--- config.mk ---
export PLATFORM = sky130hd
export DESIGN_NAME = bht_update_queue_flat
export DESIGN_NICKNAME = d
export VERILOG_FILES = /design/src/rtl/bht_update_if.sv /design/src/rtl/bht_update_queue.sv /design/src/flat_wrapper.sv
export SDC_FILE = /design/constraint.sdc
export NUM_CORES = 1
export LEC_CHECK = 0
export CAP_MARGIN = 20
export CORE_UTILIZATION = 35
export DETAILED_ROUTE_END_ITERATION = 10
export GPL_TIMING_DRIVEN = 0
export HOLD_SLACK_MARGIN = 0.03
export SLEW_MARGIN = 20
export SYNTH_ARGS = -nofsm -noshare
export SYNTH_HDL_FRONTEND = slang
export SYNTH_SLANG_ARGS = --single-unit
--- constraint.sdc ---
create_clock -name clk -period 4 [get_ports clk]
set_input_delay 0.6 -clock clk [delete_from_list [all_inputs] [get_ports clk]]
set_output_delay 0.6 -clock clk [all_outputs]
set_load 0.01 [all_outputs]
--- src/rtl/bht_update_if.sv ---
// Execute-to-BHT update bus: resolved-branch outcomes in, one BHT update per cycle out.
// The master drives execute outcomes and observes updates; the slave is the queue.
interface bht_update_if;
    logic        exe_valid;
    logic [31:0] exe_pc;
    logic [31:0] exe_target;
    logic        exe_taken;
    logic        bht_is_write;
    logic [31:0] bht_executed_pc;
    logic [31:0] bht_dest_pc;
    logic        bht_is_taken;

    modport master (
        output exe_valid, exe_pc, exe_target, exe_taken,
        input  bht_is_write, bht_executed_pc, bht_dest_pc, bht_is_taken
    );

    modport slave (
        input  exe_valid, exe_pc, exe_target, exe_taken,
        output bht_is_write, bht_executed_pc, bht_dest_pc, bht_is_taken
    );
endinterface

--- src/rtl/bht_update_queue.sv ---
// Buffers resolved-branch outcomes and drains them into the BHT one per cycle,
// after sequencing the BHT's post-reset table-clear window.
//
// state  | meaning
// -------+------------------------------------------------------------
// S_INIT | BHT clear in progress: bht_resetn low, no pops, pushes kept
// S_RUN  | BHT live: head entry presented and retired every cycle
module bht_update_queue #(
    parameter int          DEPTH       = 4,
    parameter int          INIT_CYCLES = 32,
    parameter logic [31:0] IDLE_PC     = 32'hFFFF_FFFC
) (
    input  logic                     clk,
    input  logic                     reset,
    bht_update_if.slave              upd,
    output logic                     bht_resetn,
    output logic                     init_done,
    output logic [$clog2(DEPTH):0]   count,
    output logic [15:0]              overflow_cnt
);
    localparam int PW = $clog2(DEPTH);
    localparam int CW = PW + 1;
    localparam int IW = (INIT_CYCLES > 1) ? $clog2(INIT_CYCLES) : 1;
    localparam logic [IW-1:0] INIT_LAST = IW'(INIT_CYCLES - 1);
    localparam logic [CW-1:0] FULL_CNT  = CW'(DEPTH);

    typedef enum logic {S_INIT, S_RUN} state_t;

    state_t         state, state_nxt;
    logic [IW-1:0]  init_cnt;
    logic [PW-1:0]  head_ptr, tail_ptr;
    logic [31:0]    mem_pc     [DEPTH];
    logic [31:0]    mem_target [DEPTH];
    logic           mem_taken  [DEPTH];
    logic           push, pop, full;

    assign push = upd.exe_valid;
    assign full = (count == FULL_CNT);

    always_ff @(posedge clk) begin
        if (reset) state <= S_INIT;
        else       state <= state_nxt;
    end

    always_comb begin
        state_nxt = state;
        case (state)
            S_INIT:  if (init_cnt == INIT_LAST) state_nxt = S_RUN;
            S_RUN:   state_nxt = S_RUN;
            default: state_nxt = S_INIT;
        endcase
    end

    always_comb begin
        bht_resetn          = (state == S_RUN);
        init_done           = (state == S_RUN);
        pop                 = (state == S_RUN) && (count != '0);
        upd.bht_is_write    = 1'b0;
        upd.bht_executed_pc = IDLE_PC;
        upd.bht_dest_pc     = 32'h0;
        upd.bht_is_taken    = 1'b0;
        if (pop) begin
            upd.bht_is_write    = 1'b1;
            upd.bht_executed_pc = mem_pc[head_ptr];
            upd.bht_dest_pc     = mem_target[head_ptr];
            upd.bht_is_taken    = mem_taken[head_ptr];
        end
    end

    always_ff @(posedge clk) begin
        if (reset)                init_cnt <= '0;
        else if (state == S_INIT) init_cnt <= init_cnt + IW'(1);
    end

    always_ff @(posedge clk) begin
        if (push) begin
            mem_pc[tail_ptr]     <= upd.exe_pc;
            mem_target[tail_ptr] <= upd.exe_target;
            mem_taken[tail_ptr]  <= upd.exe_taken;
        end
    end

    // A push into a full queue with no pop evicts the head: updates are only hints.
    always_ff @(posedge clk) begin
        if (reset) begin
            head_ptr     <= '0;
            tail_ptr     <= '0;
            count        <= '0;
            overflow_cnt <= '0;
        end else begin
            if (push)
                tail_ptr <= tail_ptr + PW'(1);
            if (pop || (push && full))
                head_ptr <= head_ptr + PW'(1);
            case ({push, pop})
                2'b10: begin
                    if (!full)
                        count <= count + CW'(1);
                    else if (overflow_cnt != 16'hFFFF)
                        overflow_cnt <= overflow_cnt + 16'd1;
                end
                2'b01:   count <= count - CW'(1);
                default: count <= count;
            endcase
        end
    end
endmodule

--- src/flat_wrapper.sv ---
// flat-port wrapper written by rule: the top's interface ports become plain ports
module bht_update_queue_flat 
#(
    parameter int          DEPTH       = 4,
    parameter int          INIT_CYCLES = 32,
    parameter logic [31:0] IDLE_PC     = 32'hFFFF_FFFC
)
  (clk, reset, bht_resetn, init_done, count, overflow_cnt, upd_exe_valid, upd_exe_pc, upd_exe_target, upd_exe_taken, upd_bht_is_write, upd_bht_executed_pc, upd_bht_dest_pc, upd_bht_is_taken);
  bht_update_if upd_i ();
  input  logic clk;
  input  logic reset;
  output logic bht_resetn;
  output logic init_done;
  output logic [$clog2(DEPTH):0] count;
  output logic [15:0] overflow_cnt;
  input wire logic [$bits(upd_i.exe_valid)-1:0] upd_exe_valid;
  input wire logic [$bits(upd_i.exe_pc)-1:0] upd_exe_pc;
  input wire logic [$bits(upd_i.exe_target)-1:0] upd_exe_target;
  input wire logic [$bits(upd_i.exe_taken)-1:0] upd_exe_taken;
  output wire logic [$bits(upd_i.bht_is_write)-1:0] upd_bht_is_write;
  output wire logic [$bits(upd_i.bht_executed_pc)-1:0] upd_bht_executed_pc;
  output wire logic [$bits(upd_i.bht_dest_pc)-1:0] upd_bht_dest_pc;
  output wire logic [$bits(upd_i.bht_is_taken)-1:0] upd_bht_is_taken;
  assign upd_i.exe_valid = upd_exe_valid;
  assign upd_i.exe_pc = upd_exe_pc;
  assign upd_i.exe_target = upd_exe_target;
  assign upd_i.exe_taken = upd_exe_taken;
  assign upd_bht_is_write = upd_i.bht_is_write;
  assign upd_bht_executed_pc = upd_i.bht_executed_pc;
  assign upd_bht_dest_pc = upd_i.bht_dest_pc;
  assign upd_bht_is_taken = upd_i.bht_is_taken;
  bht_update_queue #(.DEPTH(DEPTH), .INIT_CYCLES(INIT_CYCLES), .IDLE_PC(IDLE_PC)) u_core (.clk(clk), .reset(reset), .upd(upd_i), .bht_resetn(bht_resetn), .init_done(init_done), .count(count), .overflow_cnt(overflow_cnt));
endmodule
Run 1, sequential cells coloured by netlist name:
Other sequential cells in the stronger grey, the rest of the logic in the fainter grey.
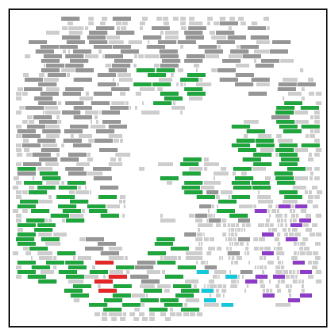
Green stands for u_core.mem_pc, flops 128. Cyan stands for u_core.init_cnt, flops 5. Red stands for u_core.mem_taken, flops 4. Purple stands for u_core.overflow_cnt, flops 16, where bottom right.

Run 1, metal layers overlaid:
The bar under the picture is 50 um long.
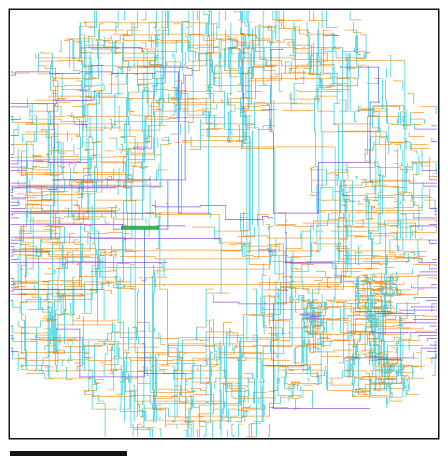
Orange stands for metal 1, wire length 10,500 um. Purple stands for metal 3, wire length 1,560 um. Cyan stands for metal 2, wire length 11,200 um. Green stands for metal 5, wire length 14.7 um. Blue stands for metal 4, wire length 478 um.
Routed wire per std cell: 18.8 um
WL final: 23,700 um

Run 1, clock routing:
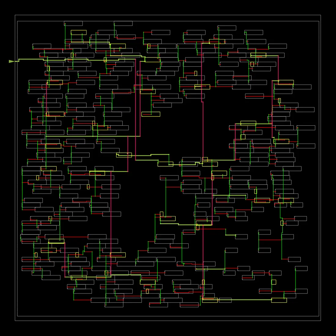
Num CTS Buffers: 31
Clk power: 2.60 mW
Clock Skew: 0.00788 ns
worst skew pair latency: 0.55 ns
seq_cells: 291

Run 1, ports around the boundary:
Pins as bars across the die edge, other pins in grey.
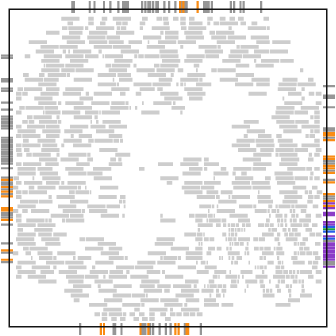
Purple stands for overflow_cnt, pins 16, direction output, edge right. Blue stands for count, pins 3, direction output, edge right. Green stands for upd_exe_valid, pins 1, direction input, edge right. Orange stands for upd_bht_executed_pc, pins 32, direction output, edge 12 right, 9 left, 8 bottom, 3 top.
All pins by edge: 48 right, 48 left, 37 top, 22 bottom.
DIE HEIGHT: 183 um
Die Span X: 183 um
port bufs: 153

==> run summary, run 1 <==
run results: Slew @ Worst Pin 0.884 ns, Max stage delay on crit path 0.54 ns, pwr/cell area 447 mW/mm^2, final hold viol count 0, top sig layer met5, H-tree levels 1, xor/xnor share 0.533%, DP Wirelength 15,100 um, GR Util All Layers 14.4%, Synth Register Bits 291, share of power burned in registers 53.4%, final std cells w/o fill 1,260, Main logic family multiplexers, Regs by FF count u_core.mem_pc (128), u_core.mem_target (128), u_core.overflow_cnt (16), GPL Wtd Cong 0.771, wl on met1 10,500 um, DP Area 0.0137 sq mm, Hold Path Class input pin to flop, Adder Share, Synth 0.936%, Detail Route met2 WL 11,200 um, CP dominant cell by count clkbuf_2, Synthesis Warnings 0, Comb group 0.444 mW, Post-Synthesis Cells 610, Post-Synth Simple-Gate Area 7.82%, Post-CTS Setup Inserts 0, Dominant cell area share 67.9%, maxcap violations 0, hold_buf cts 0, Final ANT Viol Nets 0, Synth async-reset ratio 0%, Critical Path Sink upd_bht_executed_pc[18], Max Root-Sink Buffers 3, Placed Cells incl. Taps 1,202, outcome finished clean, floorplan net count 686, post-synthesis cell area 0.0115 sq mm, RSZ-0062 raised after global routing no, Reg-to-Reg End u_core.count[1], hold_sp upd_exe_valid, aoi share 2.30%, Die ar. 0.0336 sq mm, DR vias 6,173, GRT met3 Usage 3.85%, Worst Path Arrival 3.11 ns, Max VDD drop 291 uV, GRT met1 Usage 19.4%, largest net degree at the start of global routing 39, initial drt markers 228, final net count 875, # clock sinks 291, hold_ws 0.467 ns, Initial Util 36.0%, final setup margin 0.290 ns, drt drc 0, CP Depth 8, dominant cell type by area after synthesis edfxtp_1, CP startpoint kind flop, syn_area_per_cell 18.8 sq um, Via density 4.90, Area contributors post-synth edfxtp_1 68%, mux4_2 13%, dfxtp_1 5.4%, nor2b_1 2.1%, or2_2 1.7%, site row count 65, Root Buffer Master clkbuf_16, Crit. End Element primary output, Pleak 4.56 nW, Final Slew Violations 0, Worst Setup SP u_core.count[1], routed wl met3 1560 um, first-pass GRT wire length 36,800 um, fraction of layout cells with a size suffix above 1 20.5%, Final Core Density 45.7%, Congestion Overflow GR 0, maximum clock frequency 270 MHz, post-CTS sizing 6, Reg2Reg Depth 13, Clk pwr share 39.8%, met2 usage 23.2%, Place WS -0.0510 ns, mux share 13.2%, most common library cells after synthesis 260 x edfxtp_1, 65 x mux4_2, 38 x nor2b_1, final instance area 0.0146 sq mm, Ports 155, dominant power group registers, Commonest flop edfxtp_1, Sw Share 20.9%, CP Max Fanout 11, setup TNS 0 ns, crit path time final 3.71 ns, Final Power 6.53 mW, sequential power 3.48 mW, core area 0.0320 sq mm, Top cell excl fill/tap edfxtp_1, P_int 5.16 mW, Max-slew headroom 41.1%, yosys stat cell total 610, Logic pwr share 6.8%, sw power 1.37 mW, worst hold path depth 4, CP Class flop to primary output, critical path's top delay family buffers and inverters, Area growth syn-to-layout 27.2%, Synth Seq Share 73.3%, EDFF count, synth 260, initial antenna violation count 2, Critical R2R Launch u_core.count[1], cycle use final 92.8%, first drt pass iteration count 4
## run 1: cell type report
| cell class | count | area [sq um] | area share [%] |
|---|---|---|---|
| Antenna cell | 2 | 5.00 | 0.0342 |
| Buffer | 33 | 181 | 1.24 |
| Clock buffer | 36 | 795 | 5.44 |
| Clock inverter | 21 | 126 | 0.865 |
| Inverter | 11 | 41.3 | 0.282 |
| Multi-Input combinational cell | 274 | 2860 | 19.6 |
| Sequential cell | 291 | 8430 | 57.7 |
| Tap cell | 435 | 544 | 3.72 |
| Timing Repair Buffer | 157 | 1630 | 11.2 |
Run 1, routed clock nets over the placement:
The bar under the picture is 50 um long.
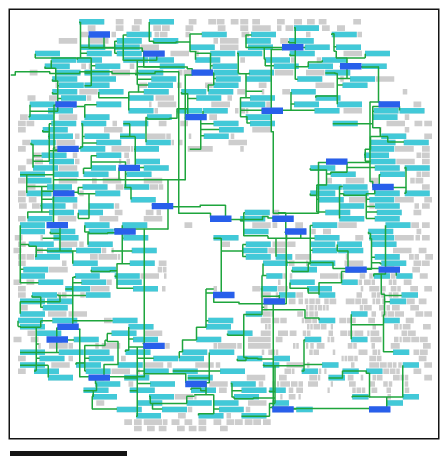

## Run 2: what changed since run 1
==> constraint.sdc (replaced) <==
create_clock -name clk -period 4.1 [get_ports clk]
set_input_delay 0.615 -clock clk [delete_from_list [all_inputs] [get_ports clk]]
set_output_delay 0.615 -clock clk [all_outputs]
set_load 0.01 [all_outputs]
Run 2, routed clock nets over the placement:
The bar under the picture is 50 um long.
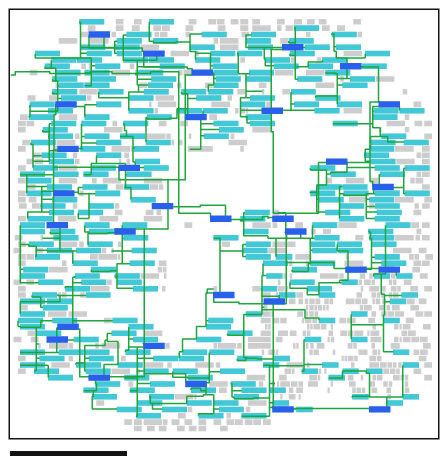
Cyan stands for flip-flops, count 291. Blue stands for clock drivers, count 31. Green stands for clock wires, length 3,540 um.
Position of the flops: all over the die. There are 32 routed clock nets.
Clk power: 2.54 mW
Clock Skew: 0.00740 ns
Clk pwr share: 39.8%

==> run 2 against run 1 <==
Clock power is 2% lower. Clock skew hardly changed. Die size stayed put. Synthesized cell count stayed put. Routed wire length is 0.12% higher. Design area hardly changed. Combinational power is 2% lower. Register-to-register slack worse by 0.06 ns. Hold slack better by 0.013 ns. Total power is 2.4% lower. Clock-buffer cell count stayed put. Largest power group unchanged. Critical path type unchanged. Core utilization hardly changed.
==> run summary, run 2 <==
run results: outcome finished clean (unchanged), cycle use final 94.4%, top sig layer met5 (unchanged), dominant cell type by area after synthesis edfxtp_1 (unchanged), Root Buffer Master clkbuf_16 (unchanged), GRT met3 Usage 3.85% (unchanged), Logic pwr share 6.8% (about the same), Leading cell kind sequential cells (unchanged), most common library cells after synthesis 260 x edfxtp_1, 65 x mux4_2, 38 x nor2b_1 (unchanged), pwr/cell area 436 mW/mm^2 (was 447 mW/mm^2), Die Span X 183 um (unchanged), final std cells w/o fill 1,261 (was 1,260), Regs by FF count u_core.mem_pc (128), u_core.mem_target (128), u_core.overflow_cnt (16) (unchanged), sw power 1.33 mW (was 1.37 mW), initial antenna violation count 2 (unchanged), Tap Cells 435 (unchanged), Worst Path Arrival 3.26 ns (was 3.11 ns), Die ar. 0.0336 sq mm (unchanged), Crit. End Element primary output (unchanged), largest net degree at the start of global routing 39 (unchanged), Data required, critical path 3.48 ns (was 3.40 ns), GRT met1 Usage 19.4% (unchanged), Sw Share 20.9% (about the same), Comb area share 19.6% (about the same), n_diodes 2 (unchanged), Max stage delay on crit path 0.54 ns (about the same), Area growth syn-to-layout 27.2% (about the same), clock tree cell share of total cell area 6.30% (about the same), DP Area 0.0137 sq mm (unchanged), Max VDD drop 283 uV (was 291 uV), Combinational Area 0.00286 sq mm (about the same), CP dominant cell by count clkbuf_2 (unchanged), Place WS 0.0340 ns (was -0.0510 ns), floorplan net count 686 (unchanged), crit path time final 3.87 ns, Routed wire per std cell 18.8 um (about the same), yosys stat cell total 610 (unchanged), Synth Register Bits 291 (unchanged), maxcap violations 0 (unchanged), Commonest flop edfxtp_1 (unchanged), Congestion Overflow GR 0 (unchanged), Top cell excl fill/tap edfxtp_1 (unchanged), met2 usage 23.2% (about the same), number of clock buffers in the layout 36 (unchanged), DP Wirelength 15,100 um (unchanged), wl on met1 10,600 um (was 10,500 um), CP startpoint kind flop (unchanged), worst skew pair latency 0.55 ns (about the same), hold_buf cts 0 (unchanged), Hold Path Class input pin to flop (unchanged), Via density 4.88 (was 4.90), Slew @ Worst Pin 0.883 ns (was 0.884 ns), Pleak 4.56 nW (about the same), post-CTS sizing 6 (unchanged), nonclk inv count 11 (unchanged), CP Max Fanout 11 (unchanged), WL final 23,800 um (was 23,700 um), mux share 13.2% (unchanged), port bufs 153 (unchanged), Dominant cell area share 67.9% (unchanged), Adder Share, Synth 0.936% (unchanged), seq_cells 291 (unchanged), multi-input gates 274 (unchanged), first-pass GRT wire length 36,800 um (about the same), EDFF count, synth 260 (unchanged), Max-slew headroom 41.2% (was 41.1%), Detail Route met2 WL 11,200 um (about the same), buffer share of cell area 12.4% (about the same), Num CTS Buffers 31 (unchanged), Post-Synthesis Cells 610 (unchanged), Synth async-reset ratio 0% (unchanged), Synthesis Warnings 0 (unchanged), GPL Wtd Cong 0.771 (unchanged), Final Slew Violations 0 (unchanged), RSZ-0062 raised after global routing no (unchanged), hold_ws 0.480 ns (was 0.467 ns), site row count 65 (unchanged), post-synthesis cell area 0.0115 sq mm (unchanged), Buffers, non-clock 191 (was 190), Main logic family multiplexers (unchanged), initial drt markers 249 (was 228), final setup margin 0.228 ns (was 0.290 ns), H-tree levels 1 (unchanged), aoi share 2.30% (unchanged), Ports 155 (unchanged), Placed Cells incl. Taps 1,202 (unchanged), final hold viol count 0 (unchanged), # clock sinks 291 (unchanged), P_int 5.04 mW (was 5.16 mW), final instance area 0.0146 sq mm (about the same), syn_area_per_cell 18.8 sq um (unchanged), Post-Synth Simple-Gate Area 7.82% (unchanged), Max Root-Sink Buffers 3 (unchanged), final net count 876 (was 875), Initial Util 36.0% (unchanged), maximum clock frequency 258 MHz, Post-CTS Setup Inserts 0 (unchanged), DR vias 6,156 (was 6,173), DIE HEIGHT 183 um (unchanged), xor/xnor share 0.533% (unchanged), core area 0.0320 sq mm (unchanged)
Run 2, sequential cells coloured by netlist name:
Other sequential cells in the stronger grey, the rest of the logic in the fainter grey.
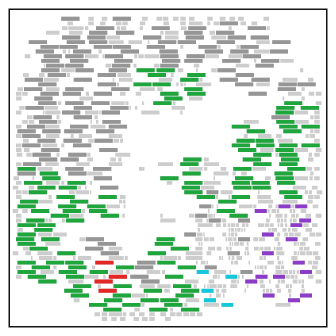
Cyan stands for u_core.init_cnt, flops 5. Red stands for u_core.mem_taken, flops 4. Green stands for u_core.mem_pc, flops 128. Purple stands for u_core.overflow_cnt, flops 16, where bottom right.
Another 138 sequential cells are not coloured.
sequential cell area share: 57.7%
Reg area: 0.00843 sq mm
Final Core Density: 45.7%

## run 2: power by group through the flow
stage	clock, mW	sequential, mW	combinational, mW
floorplan	0	3.46	0.259
global placement	0	3.47	0.420
detailed placement	0	3.46	0.445
CTS	2.62	3.40	0.446
global route	2.73	3.41	0.473
finish	2.54	3.40	0.433
## run 2: path summary, 6_finish.rpt
| check | cells after the start | from | slack [ns] | endpoint |
|---|---|---|---|---|
| worst max-delay path | 8 | u_core.count[1] | 0.23 | upd_bht_executed_pc[18] |
| worst min-delay path | 4 | upd_exe_valid | 0.48 | u_core.count[2] |
| worst max register to register | 13 | u_core.count[1] | 0.82 | u_core.count[1] |
| worst min register to register | 2 | u_core.init_cnt[4] | 0.51 | u_core.init_cnt[4] |
## Run 3: what changed since run 2
--- a/config.mk
+++ b/config.mk
@@ -5,6 +5,7 @@
 export SDC_FILE = /design/constraint.sdc
 export NUM_CORES = 1
 export LEC_CHECK = 0
+export ABC_AREA = 0
 export CAP_MARGIN = 20
 export CORE_UTILIZATION = 35
 export DETAILED_ROUTE_END_ITERATION = 10
Run 3, sequential cells coloured by netlist name:
Other sequential cells in the stronger grey, the rest of the logic in the fainter grey.
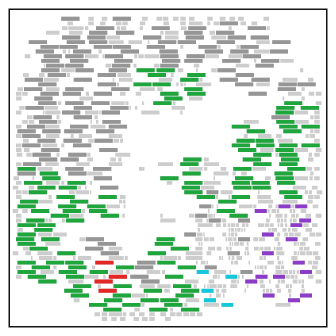
Cyan stands for u_core.init_cnt, flops 5. Red stands for u_core.mem_taken, flops 4. Green stands for u_core.mem_pc, flops 128. Purple stands for u_core.overflow_cnt, flops 16, where bottom right.

Run 3, ports around the boundary:
Pins as bars across the die edge, other pins in grey.
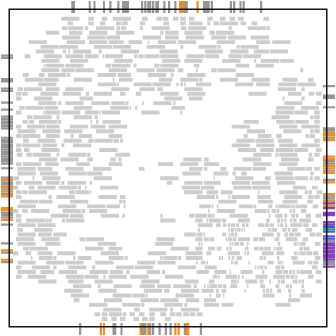
Blue stands for count, pins 3, direction output, edge right. Orange stands for upd_bht_executed_pc, pins 32, direction output, edge 12 right, 9 left, 8 bottom, 3 top. Purple stands for overflow_cnt, pins 16, direction output, edge right. Green stands for upd_exe_valid, pins 1, direction input, edge right.
All pins by edge: 48 right, 48 left, 37 top, 22 bottom.

==> run 3 against run 2 <==
Via count did not move. Sequential power barely moved. Cell count did not move. Sequential share of layout area did not move. Combinational power barely moved. First-iteration DRC count did not move. Synthesized cell count did not move. Area after synthesis did not move. Clock skew did not move. Non-clock buffer count did not move. Highest routed layer unchanged.
==> run summary, run 3 <==
run results: setup TNS 0 ns (unchanged), Place WS 0.0340 ns (unchanged), largest net degree at the start of global routing 39 (unchanged), crit-path cells buf_6 > or2_1 > clkbuf_1 > o21ai_1 > clkbuf_2 > clkbuf_2 > or2_2 > clkdlybuf4s50_1 (unchanged), share of power burned in registers 53.4% (about the same), Final Power 6.37 mW (unchanged), worst skew pair latency 0.55 ns (about the same), Sw Share 20.9% (unchanged), buffer share of cell area 12.4% (unchanged), Worst Path Arrival 3.26 ns (about the same), Via density 4.88 (unchanged), P_int 5.04 mW (unchanged), sequential cell area share 57.7% (unchanged), Routed wire per std cell 18.8 um (unchanged), Synth async-reset ratio 0% (unchanged), GPL Wtd Cong 0.771 (unchanged), DIE HEIGHT 183 um (unchanged), Worst Setup SP u_core.count[1] (unchanged), first-pass GRT wire length 36,800 um (unchanged), Post-Synthesis Cells 610 (unchanged), maximum clock frequency 258 MHz (unchanged), initial drt markers 249 (unchanged), EDFF count, synth 260 (unchanged), Ports 155 (unchanged), total tool warning count 29 (unchanged), most common library cells after synthesis 260 x edfxtp_1, 65 x mux4_2, 38 x nor2b_1 (unchanged), Critical Path Sink upd_bht_executed_pc[18] (unchanged), Pleak 4.56 nW (unchanged), Die Span X 183 um (unchanged), final std cells w/o fill 1,261 (unchanged), Buf/Inv on CP 5 (unchanged), Clk power 2.54 mW (about the same), Top cell excl fill/tap edfxtp_1 (unchanged), number of clock buffers in the layout 36 (unchanged), Adder Share, Synth 0.936% (unchanged), Buffers, non-clock 191 (unchanged), Data required, critical path 3.48 ns (about the same), Dominant cell area share 67.9% (unchanged), Area contributors post-synth edfxtp_1 68%, mux4_2 13%, dfxtp_1 5.4%, nor2b_1 2.1%, or2_2 1.7% (unchanged), Synth Register Bits 291 (unchanged), Comb group 0.433 mW (about the same), nonclk inv count 11 (unchanged), n_diodes 2 (unchanged), syn_area_per_cell 18.8 sq um (unchanged), Combinational Area 0.00286 sq mm (unchanged), Commonest flop edfxtp_1 (unchanged), Synth Seq Share 73.3% (unchanged), final setup margin 0.228 ns (unchanged), Post-CTS Setup Inserts 0 (unchanged), Clk pwr share 39.8% (about the same), yosys stat cell total 610 (unchanged), Max-slew headroom 41.2% (unchanged), dominant power group registers (unchanged), hold_sp upd_exe_valid (unchanged), mux share 13.2% (unchanged), yosys stat area 0.0115 sq mm (unchanged), Hold Path Class input pin to flop (unchanged), H-tree levels 1 (unchanged), sequential power 3.40 mW (about the same), DP Wirelength 15,100 um (unchanged), hold_ws 0.480 ns (unchanged), Num CTS Buffers 31 (unchanged), post-synthesis cell area 0.0115 sq mm (unchanged), xor/xnor share 0.533% (unchanged), Tap Cells 435 (unchanged), Logic pwr share 6.8% (about the same), Slew @ Worst Pin 0.883 ns (unchanged), Initial Util 36.0% (unchanged), seq_cells 291 (unchanged), Leading cell kind sequential cells (unchanged), Max stage delay on crit path 0.54 ns (about the same), most numerous cell in the Yosys netlist edfxtp_1 (unchanged), pwr/cell area 436 mW/mm^2 (unchanged), # clock sinks 291 (unchanged), port bufs 153 (unchanged), clock tree cell share of total cell area 6.30% (unchanged), floorplan net count 686 (unchanged), Final Setup Violations 0 (unchanged), drt drc 0 (unchanged), sw power 1.33 mW (unchanged), CP Depth 8 (unchanged), worst hold path depth 4 (unchanged), core area 0.0320 sq mm (unchanged), Main logic family multiplexers (unchanged), CP startpoint kind flop (unchanged), Placed Cells incl. Taps 1,202 (unchanged), CTS tree built (unchanged), Clock Skew 0.00740 ns (unchanged), GR Util All Layers 14.4% (unchanged), Max VDD drop 283 uV (unchanged), maxcap violations 0 (unchanged), Final Slew Violations 0 (unchanged), vias in the first global route 6,409 (unchanged), most frequent cells in the layout 260 x edfxtp_1, 153 x clkdlybuf4s50_1, 65 x mux4_2 (unchanged), initial antenna violation count 2 (unchanged), Final Core Density 45.7% (unchanged), Max Root-Sink Buffers 3 (unchanged), multi-input gates 274 (unchanged), Yosys cell types 51 (unchanged), Comb area share 19.6% (unchanged), Synthesis Warnings 0 (unchanged), cycle use final 94.4% (unchanged), final net count 876 (unchanged), setup slack, reg-to-reg 0.82 ns (about the same), Area growth syn-to-layout 27.2% (unchanged), first drt pass iteration count 4 (unchanged), Critical R2R Launch u_core.count[1] (unchanged), dominant cell type by area after synthesis edfxtp_1 (unchanged), CP dominant cell by count clkbuf_2 (unchanged), critical path's top delay family buffers and inverters (unchanged), Clock transition at path regs 0.06 ns (about the same), Crit. End Element primary output (unchanged), site row count 65 (unchanged), fraction of layout cells with a size suffix above 1 20.4% (unchanged), Root Buffer Master clkbuf_16 (unchanged), final instance area 0.0146 sq mm (unchanged), Post-Synth Simple-Gate Area 7.82% (unchanged), CP max stage cell clkdlybuf4s50_1 (unchanged), aoi share 2.30% (unchanged), hold_buf cts 0 (unchanged), final hold viol count 0 (unchanged), Reg-to-Reg End u_core.count[1] (unchanged), Reg2Reg Depth 13 (unchanged), DR vias 6,156 (unchanged), Reg area 0.00843 sq mm (unchanged), CP Max Fanout 11 (unchanged), RSZ-0062 raised after global routing no (unchanged), Regs by FF count u_core.mem_pc (128), u_core.mem_target (128), u_core.overflow_cnt (16) (unchanged), crit path time final 3.87 ns (unchanged), outcome finished clean (unchanged), filler cell count 2,785 (unchanged), WL final 23,800 um (unchanged), Final ANT Viol Nets 0 (unchanged), CP Class flop to primary output (unchanged), Congestion Overflow GR 0 (unchanged), DP Area 0.0137 sq mm (unchanged), Die ar. 0.0336 sq mm (unchanged)
-- run 3: repair_timing --
| item | 4_1_cts | 5_1_grt |
|---|---|---|
| gates resized | 6 | 2 |
| endpoints found under the hold margin | 0 | 0 |
| endpoints found under the setup margin | 40 | 10 |
-- run 3: per-layer routing --
layer,GRT usage (%),vias up,wire (um)
met3,3.85,34,1460
li1,-,2823,-
met2,23.2,167,11200
met5,0,-,14
met4,3.37,2,474
met1,19.4,3130,10600
-- run 3: worst min path at each step --
stage	end
floorplan	u_core.init_cnt[4]
detailed placement	u_core.init_cnt[4]
finish	u_core.count[2]
global placement	u_core.init_cnt[4]
global route	u_core.count[2]
CTS	u_core.count[2]
No activity file was given, so power comes from the tool's default toggle rates.
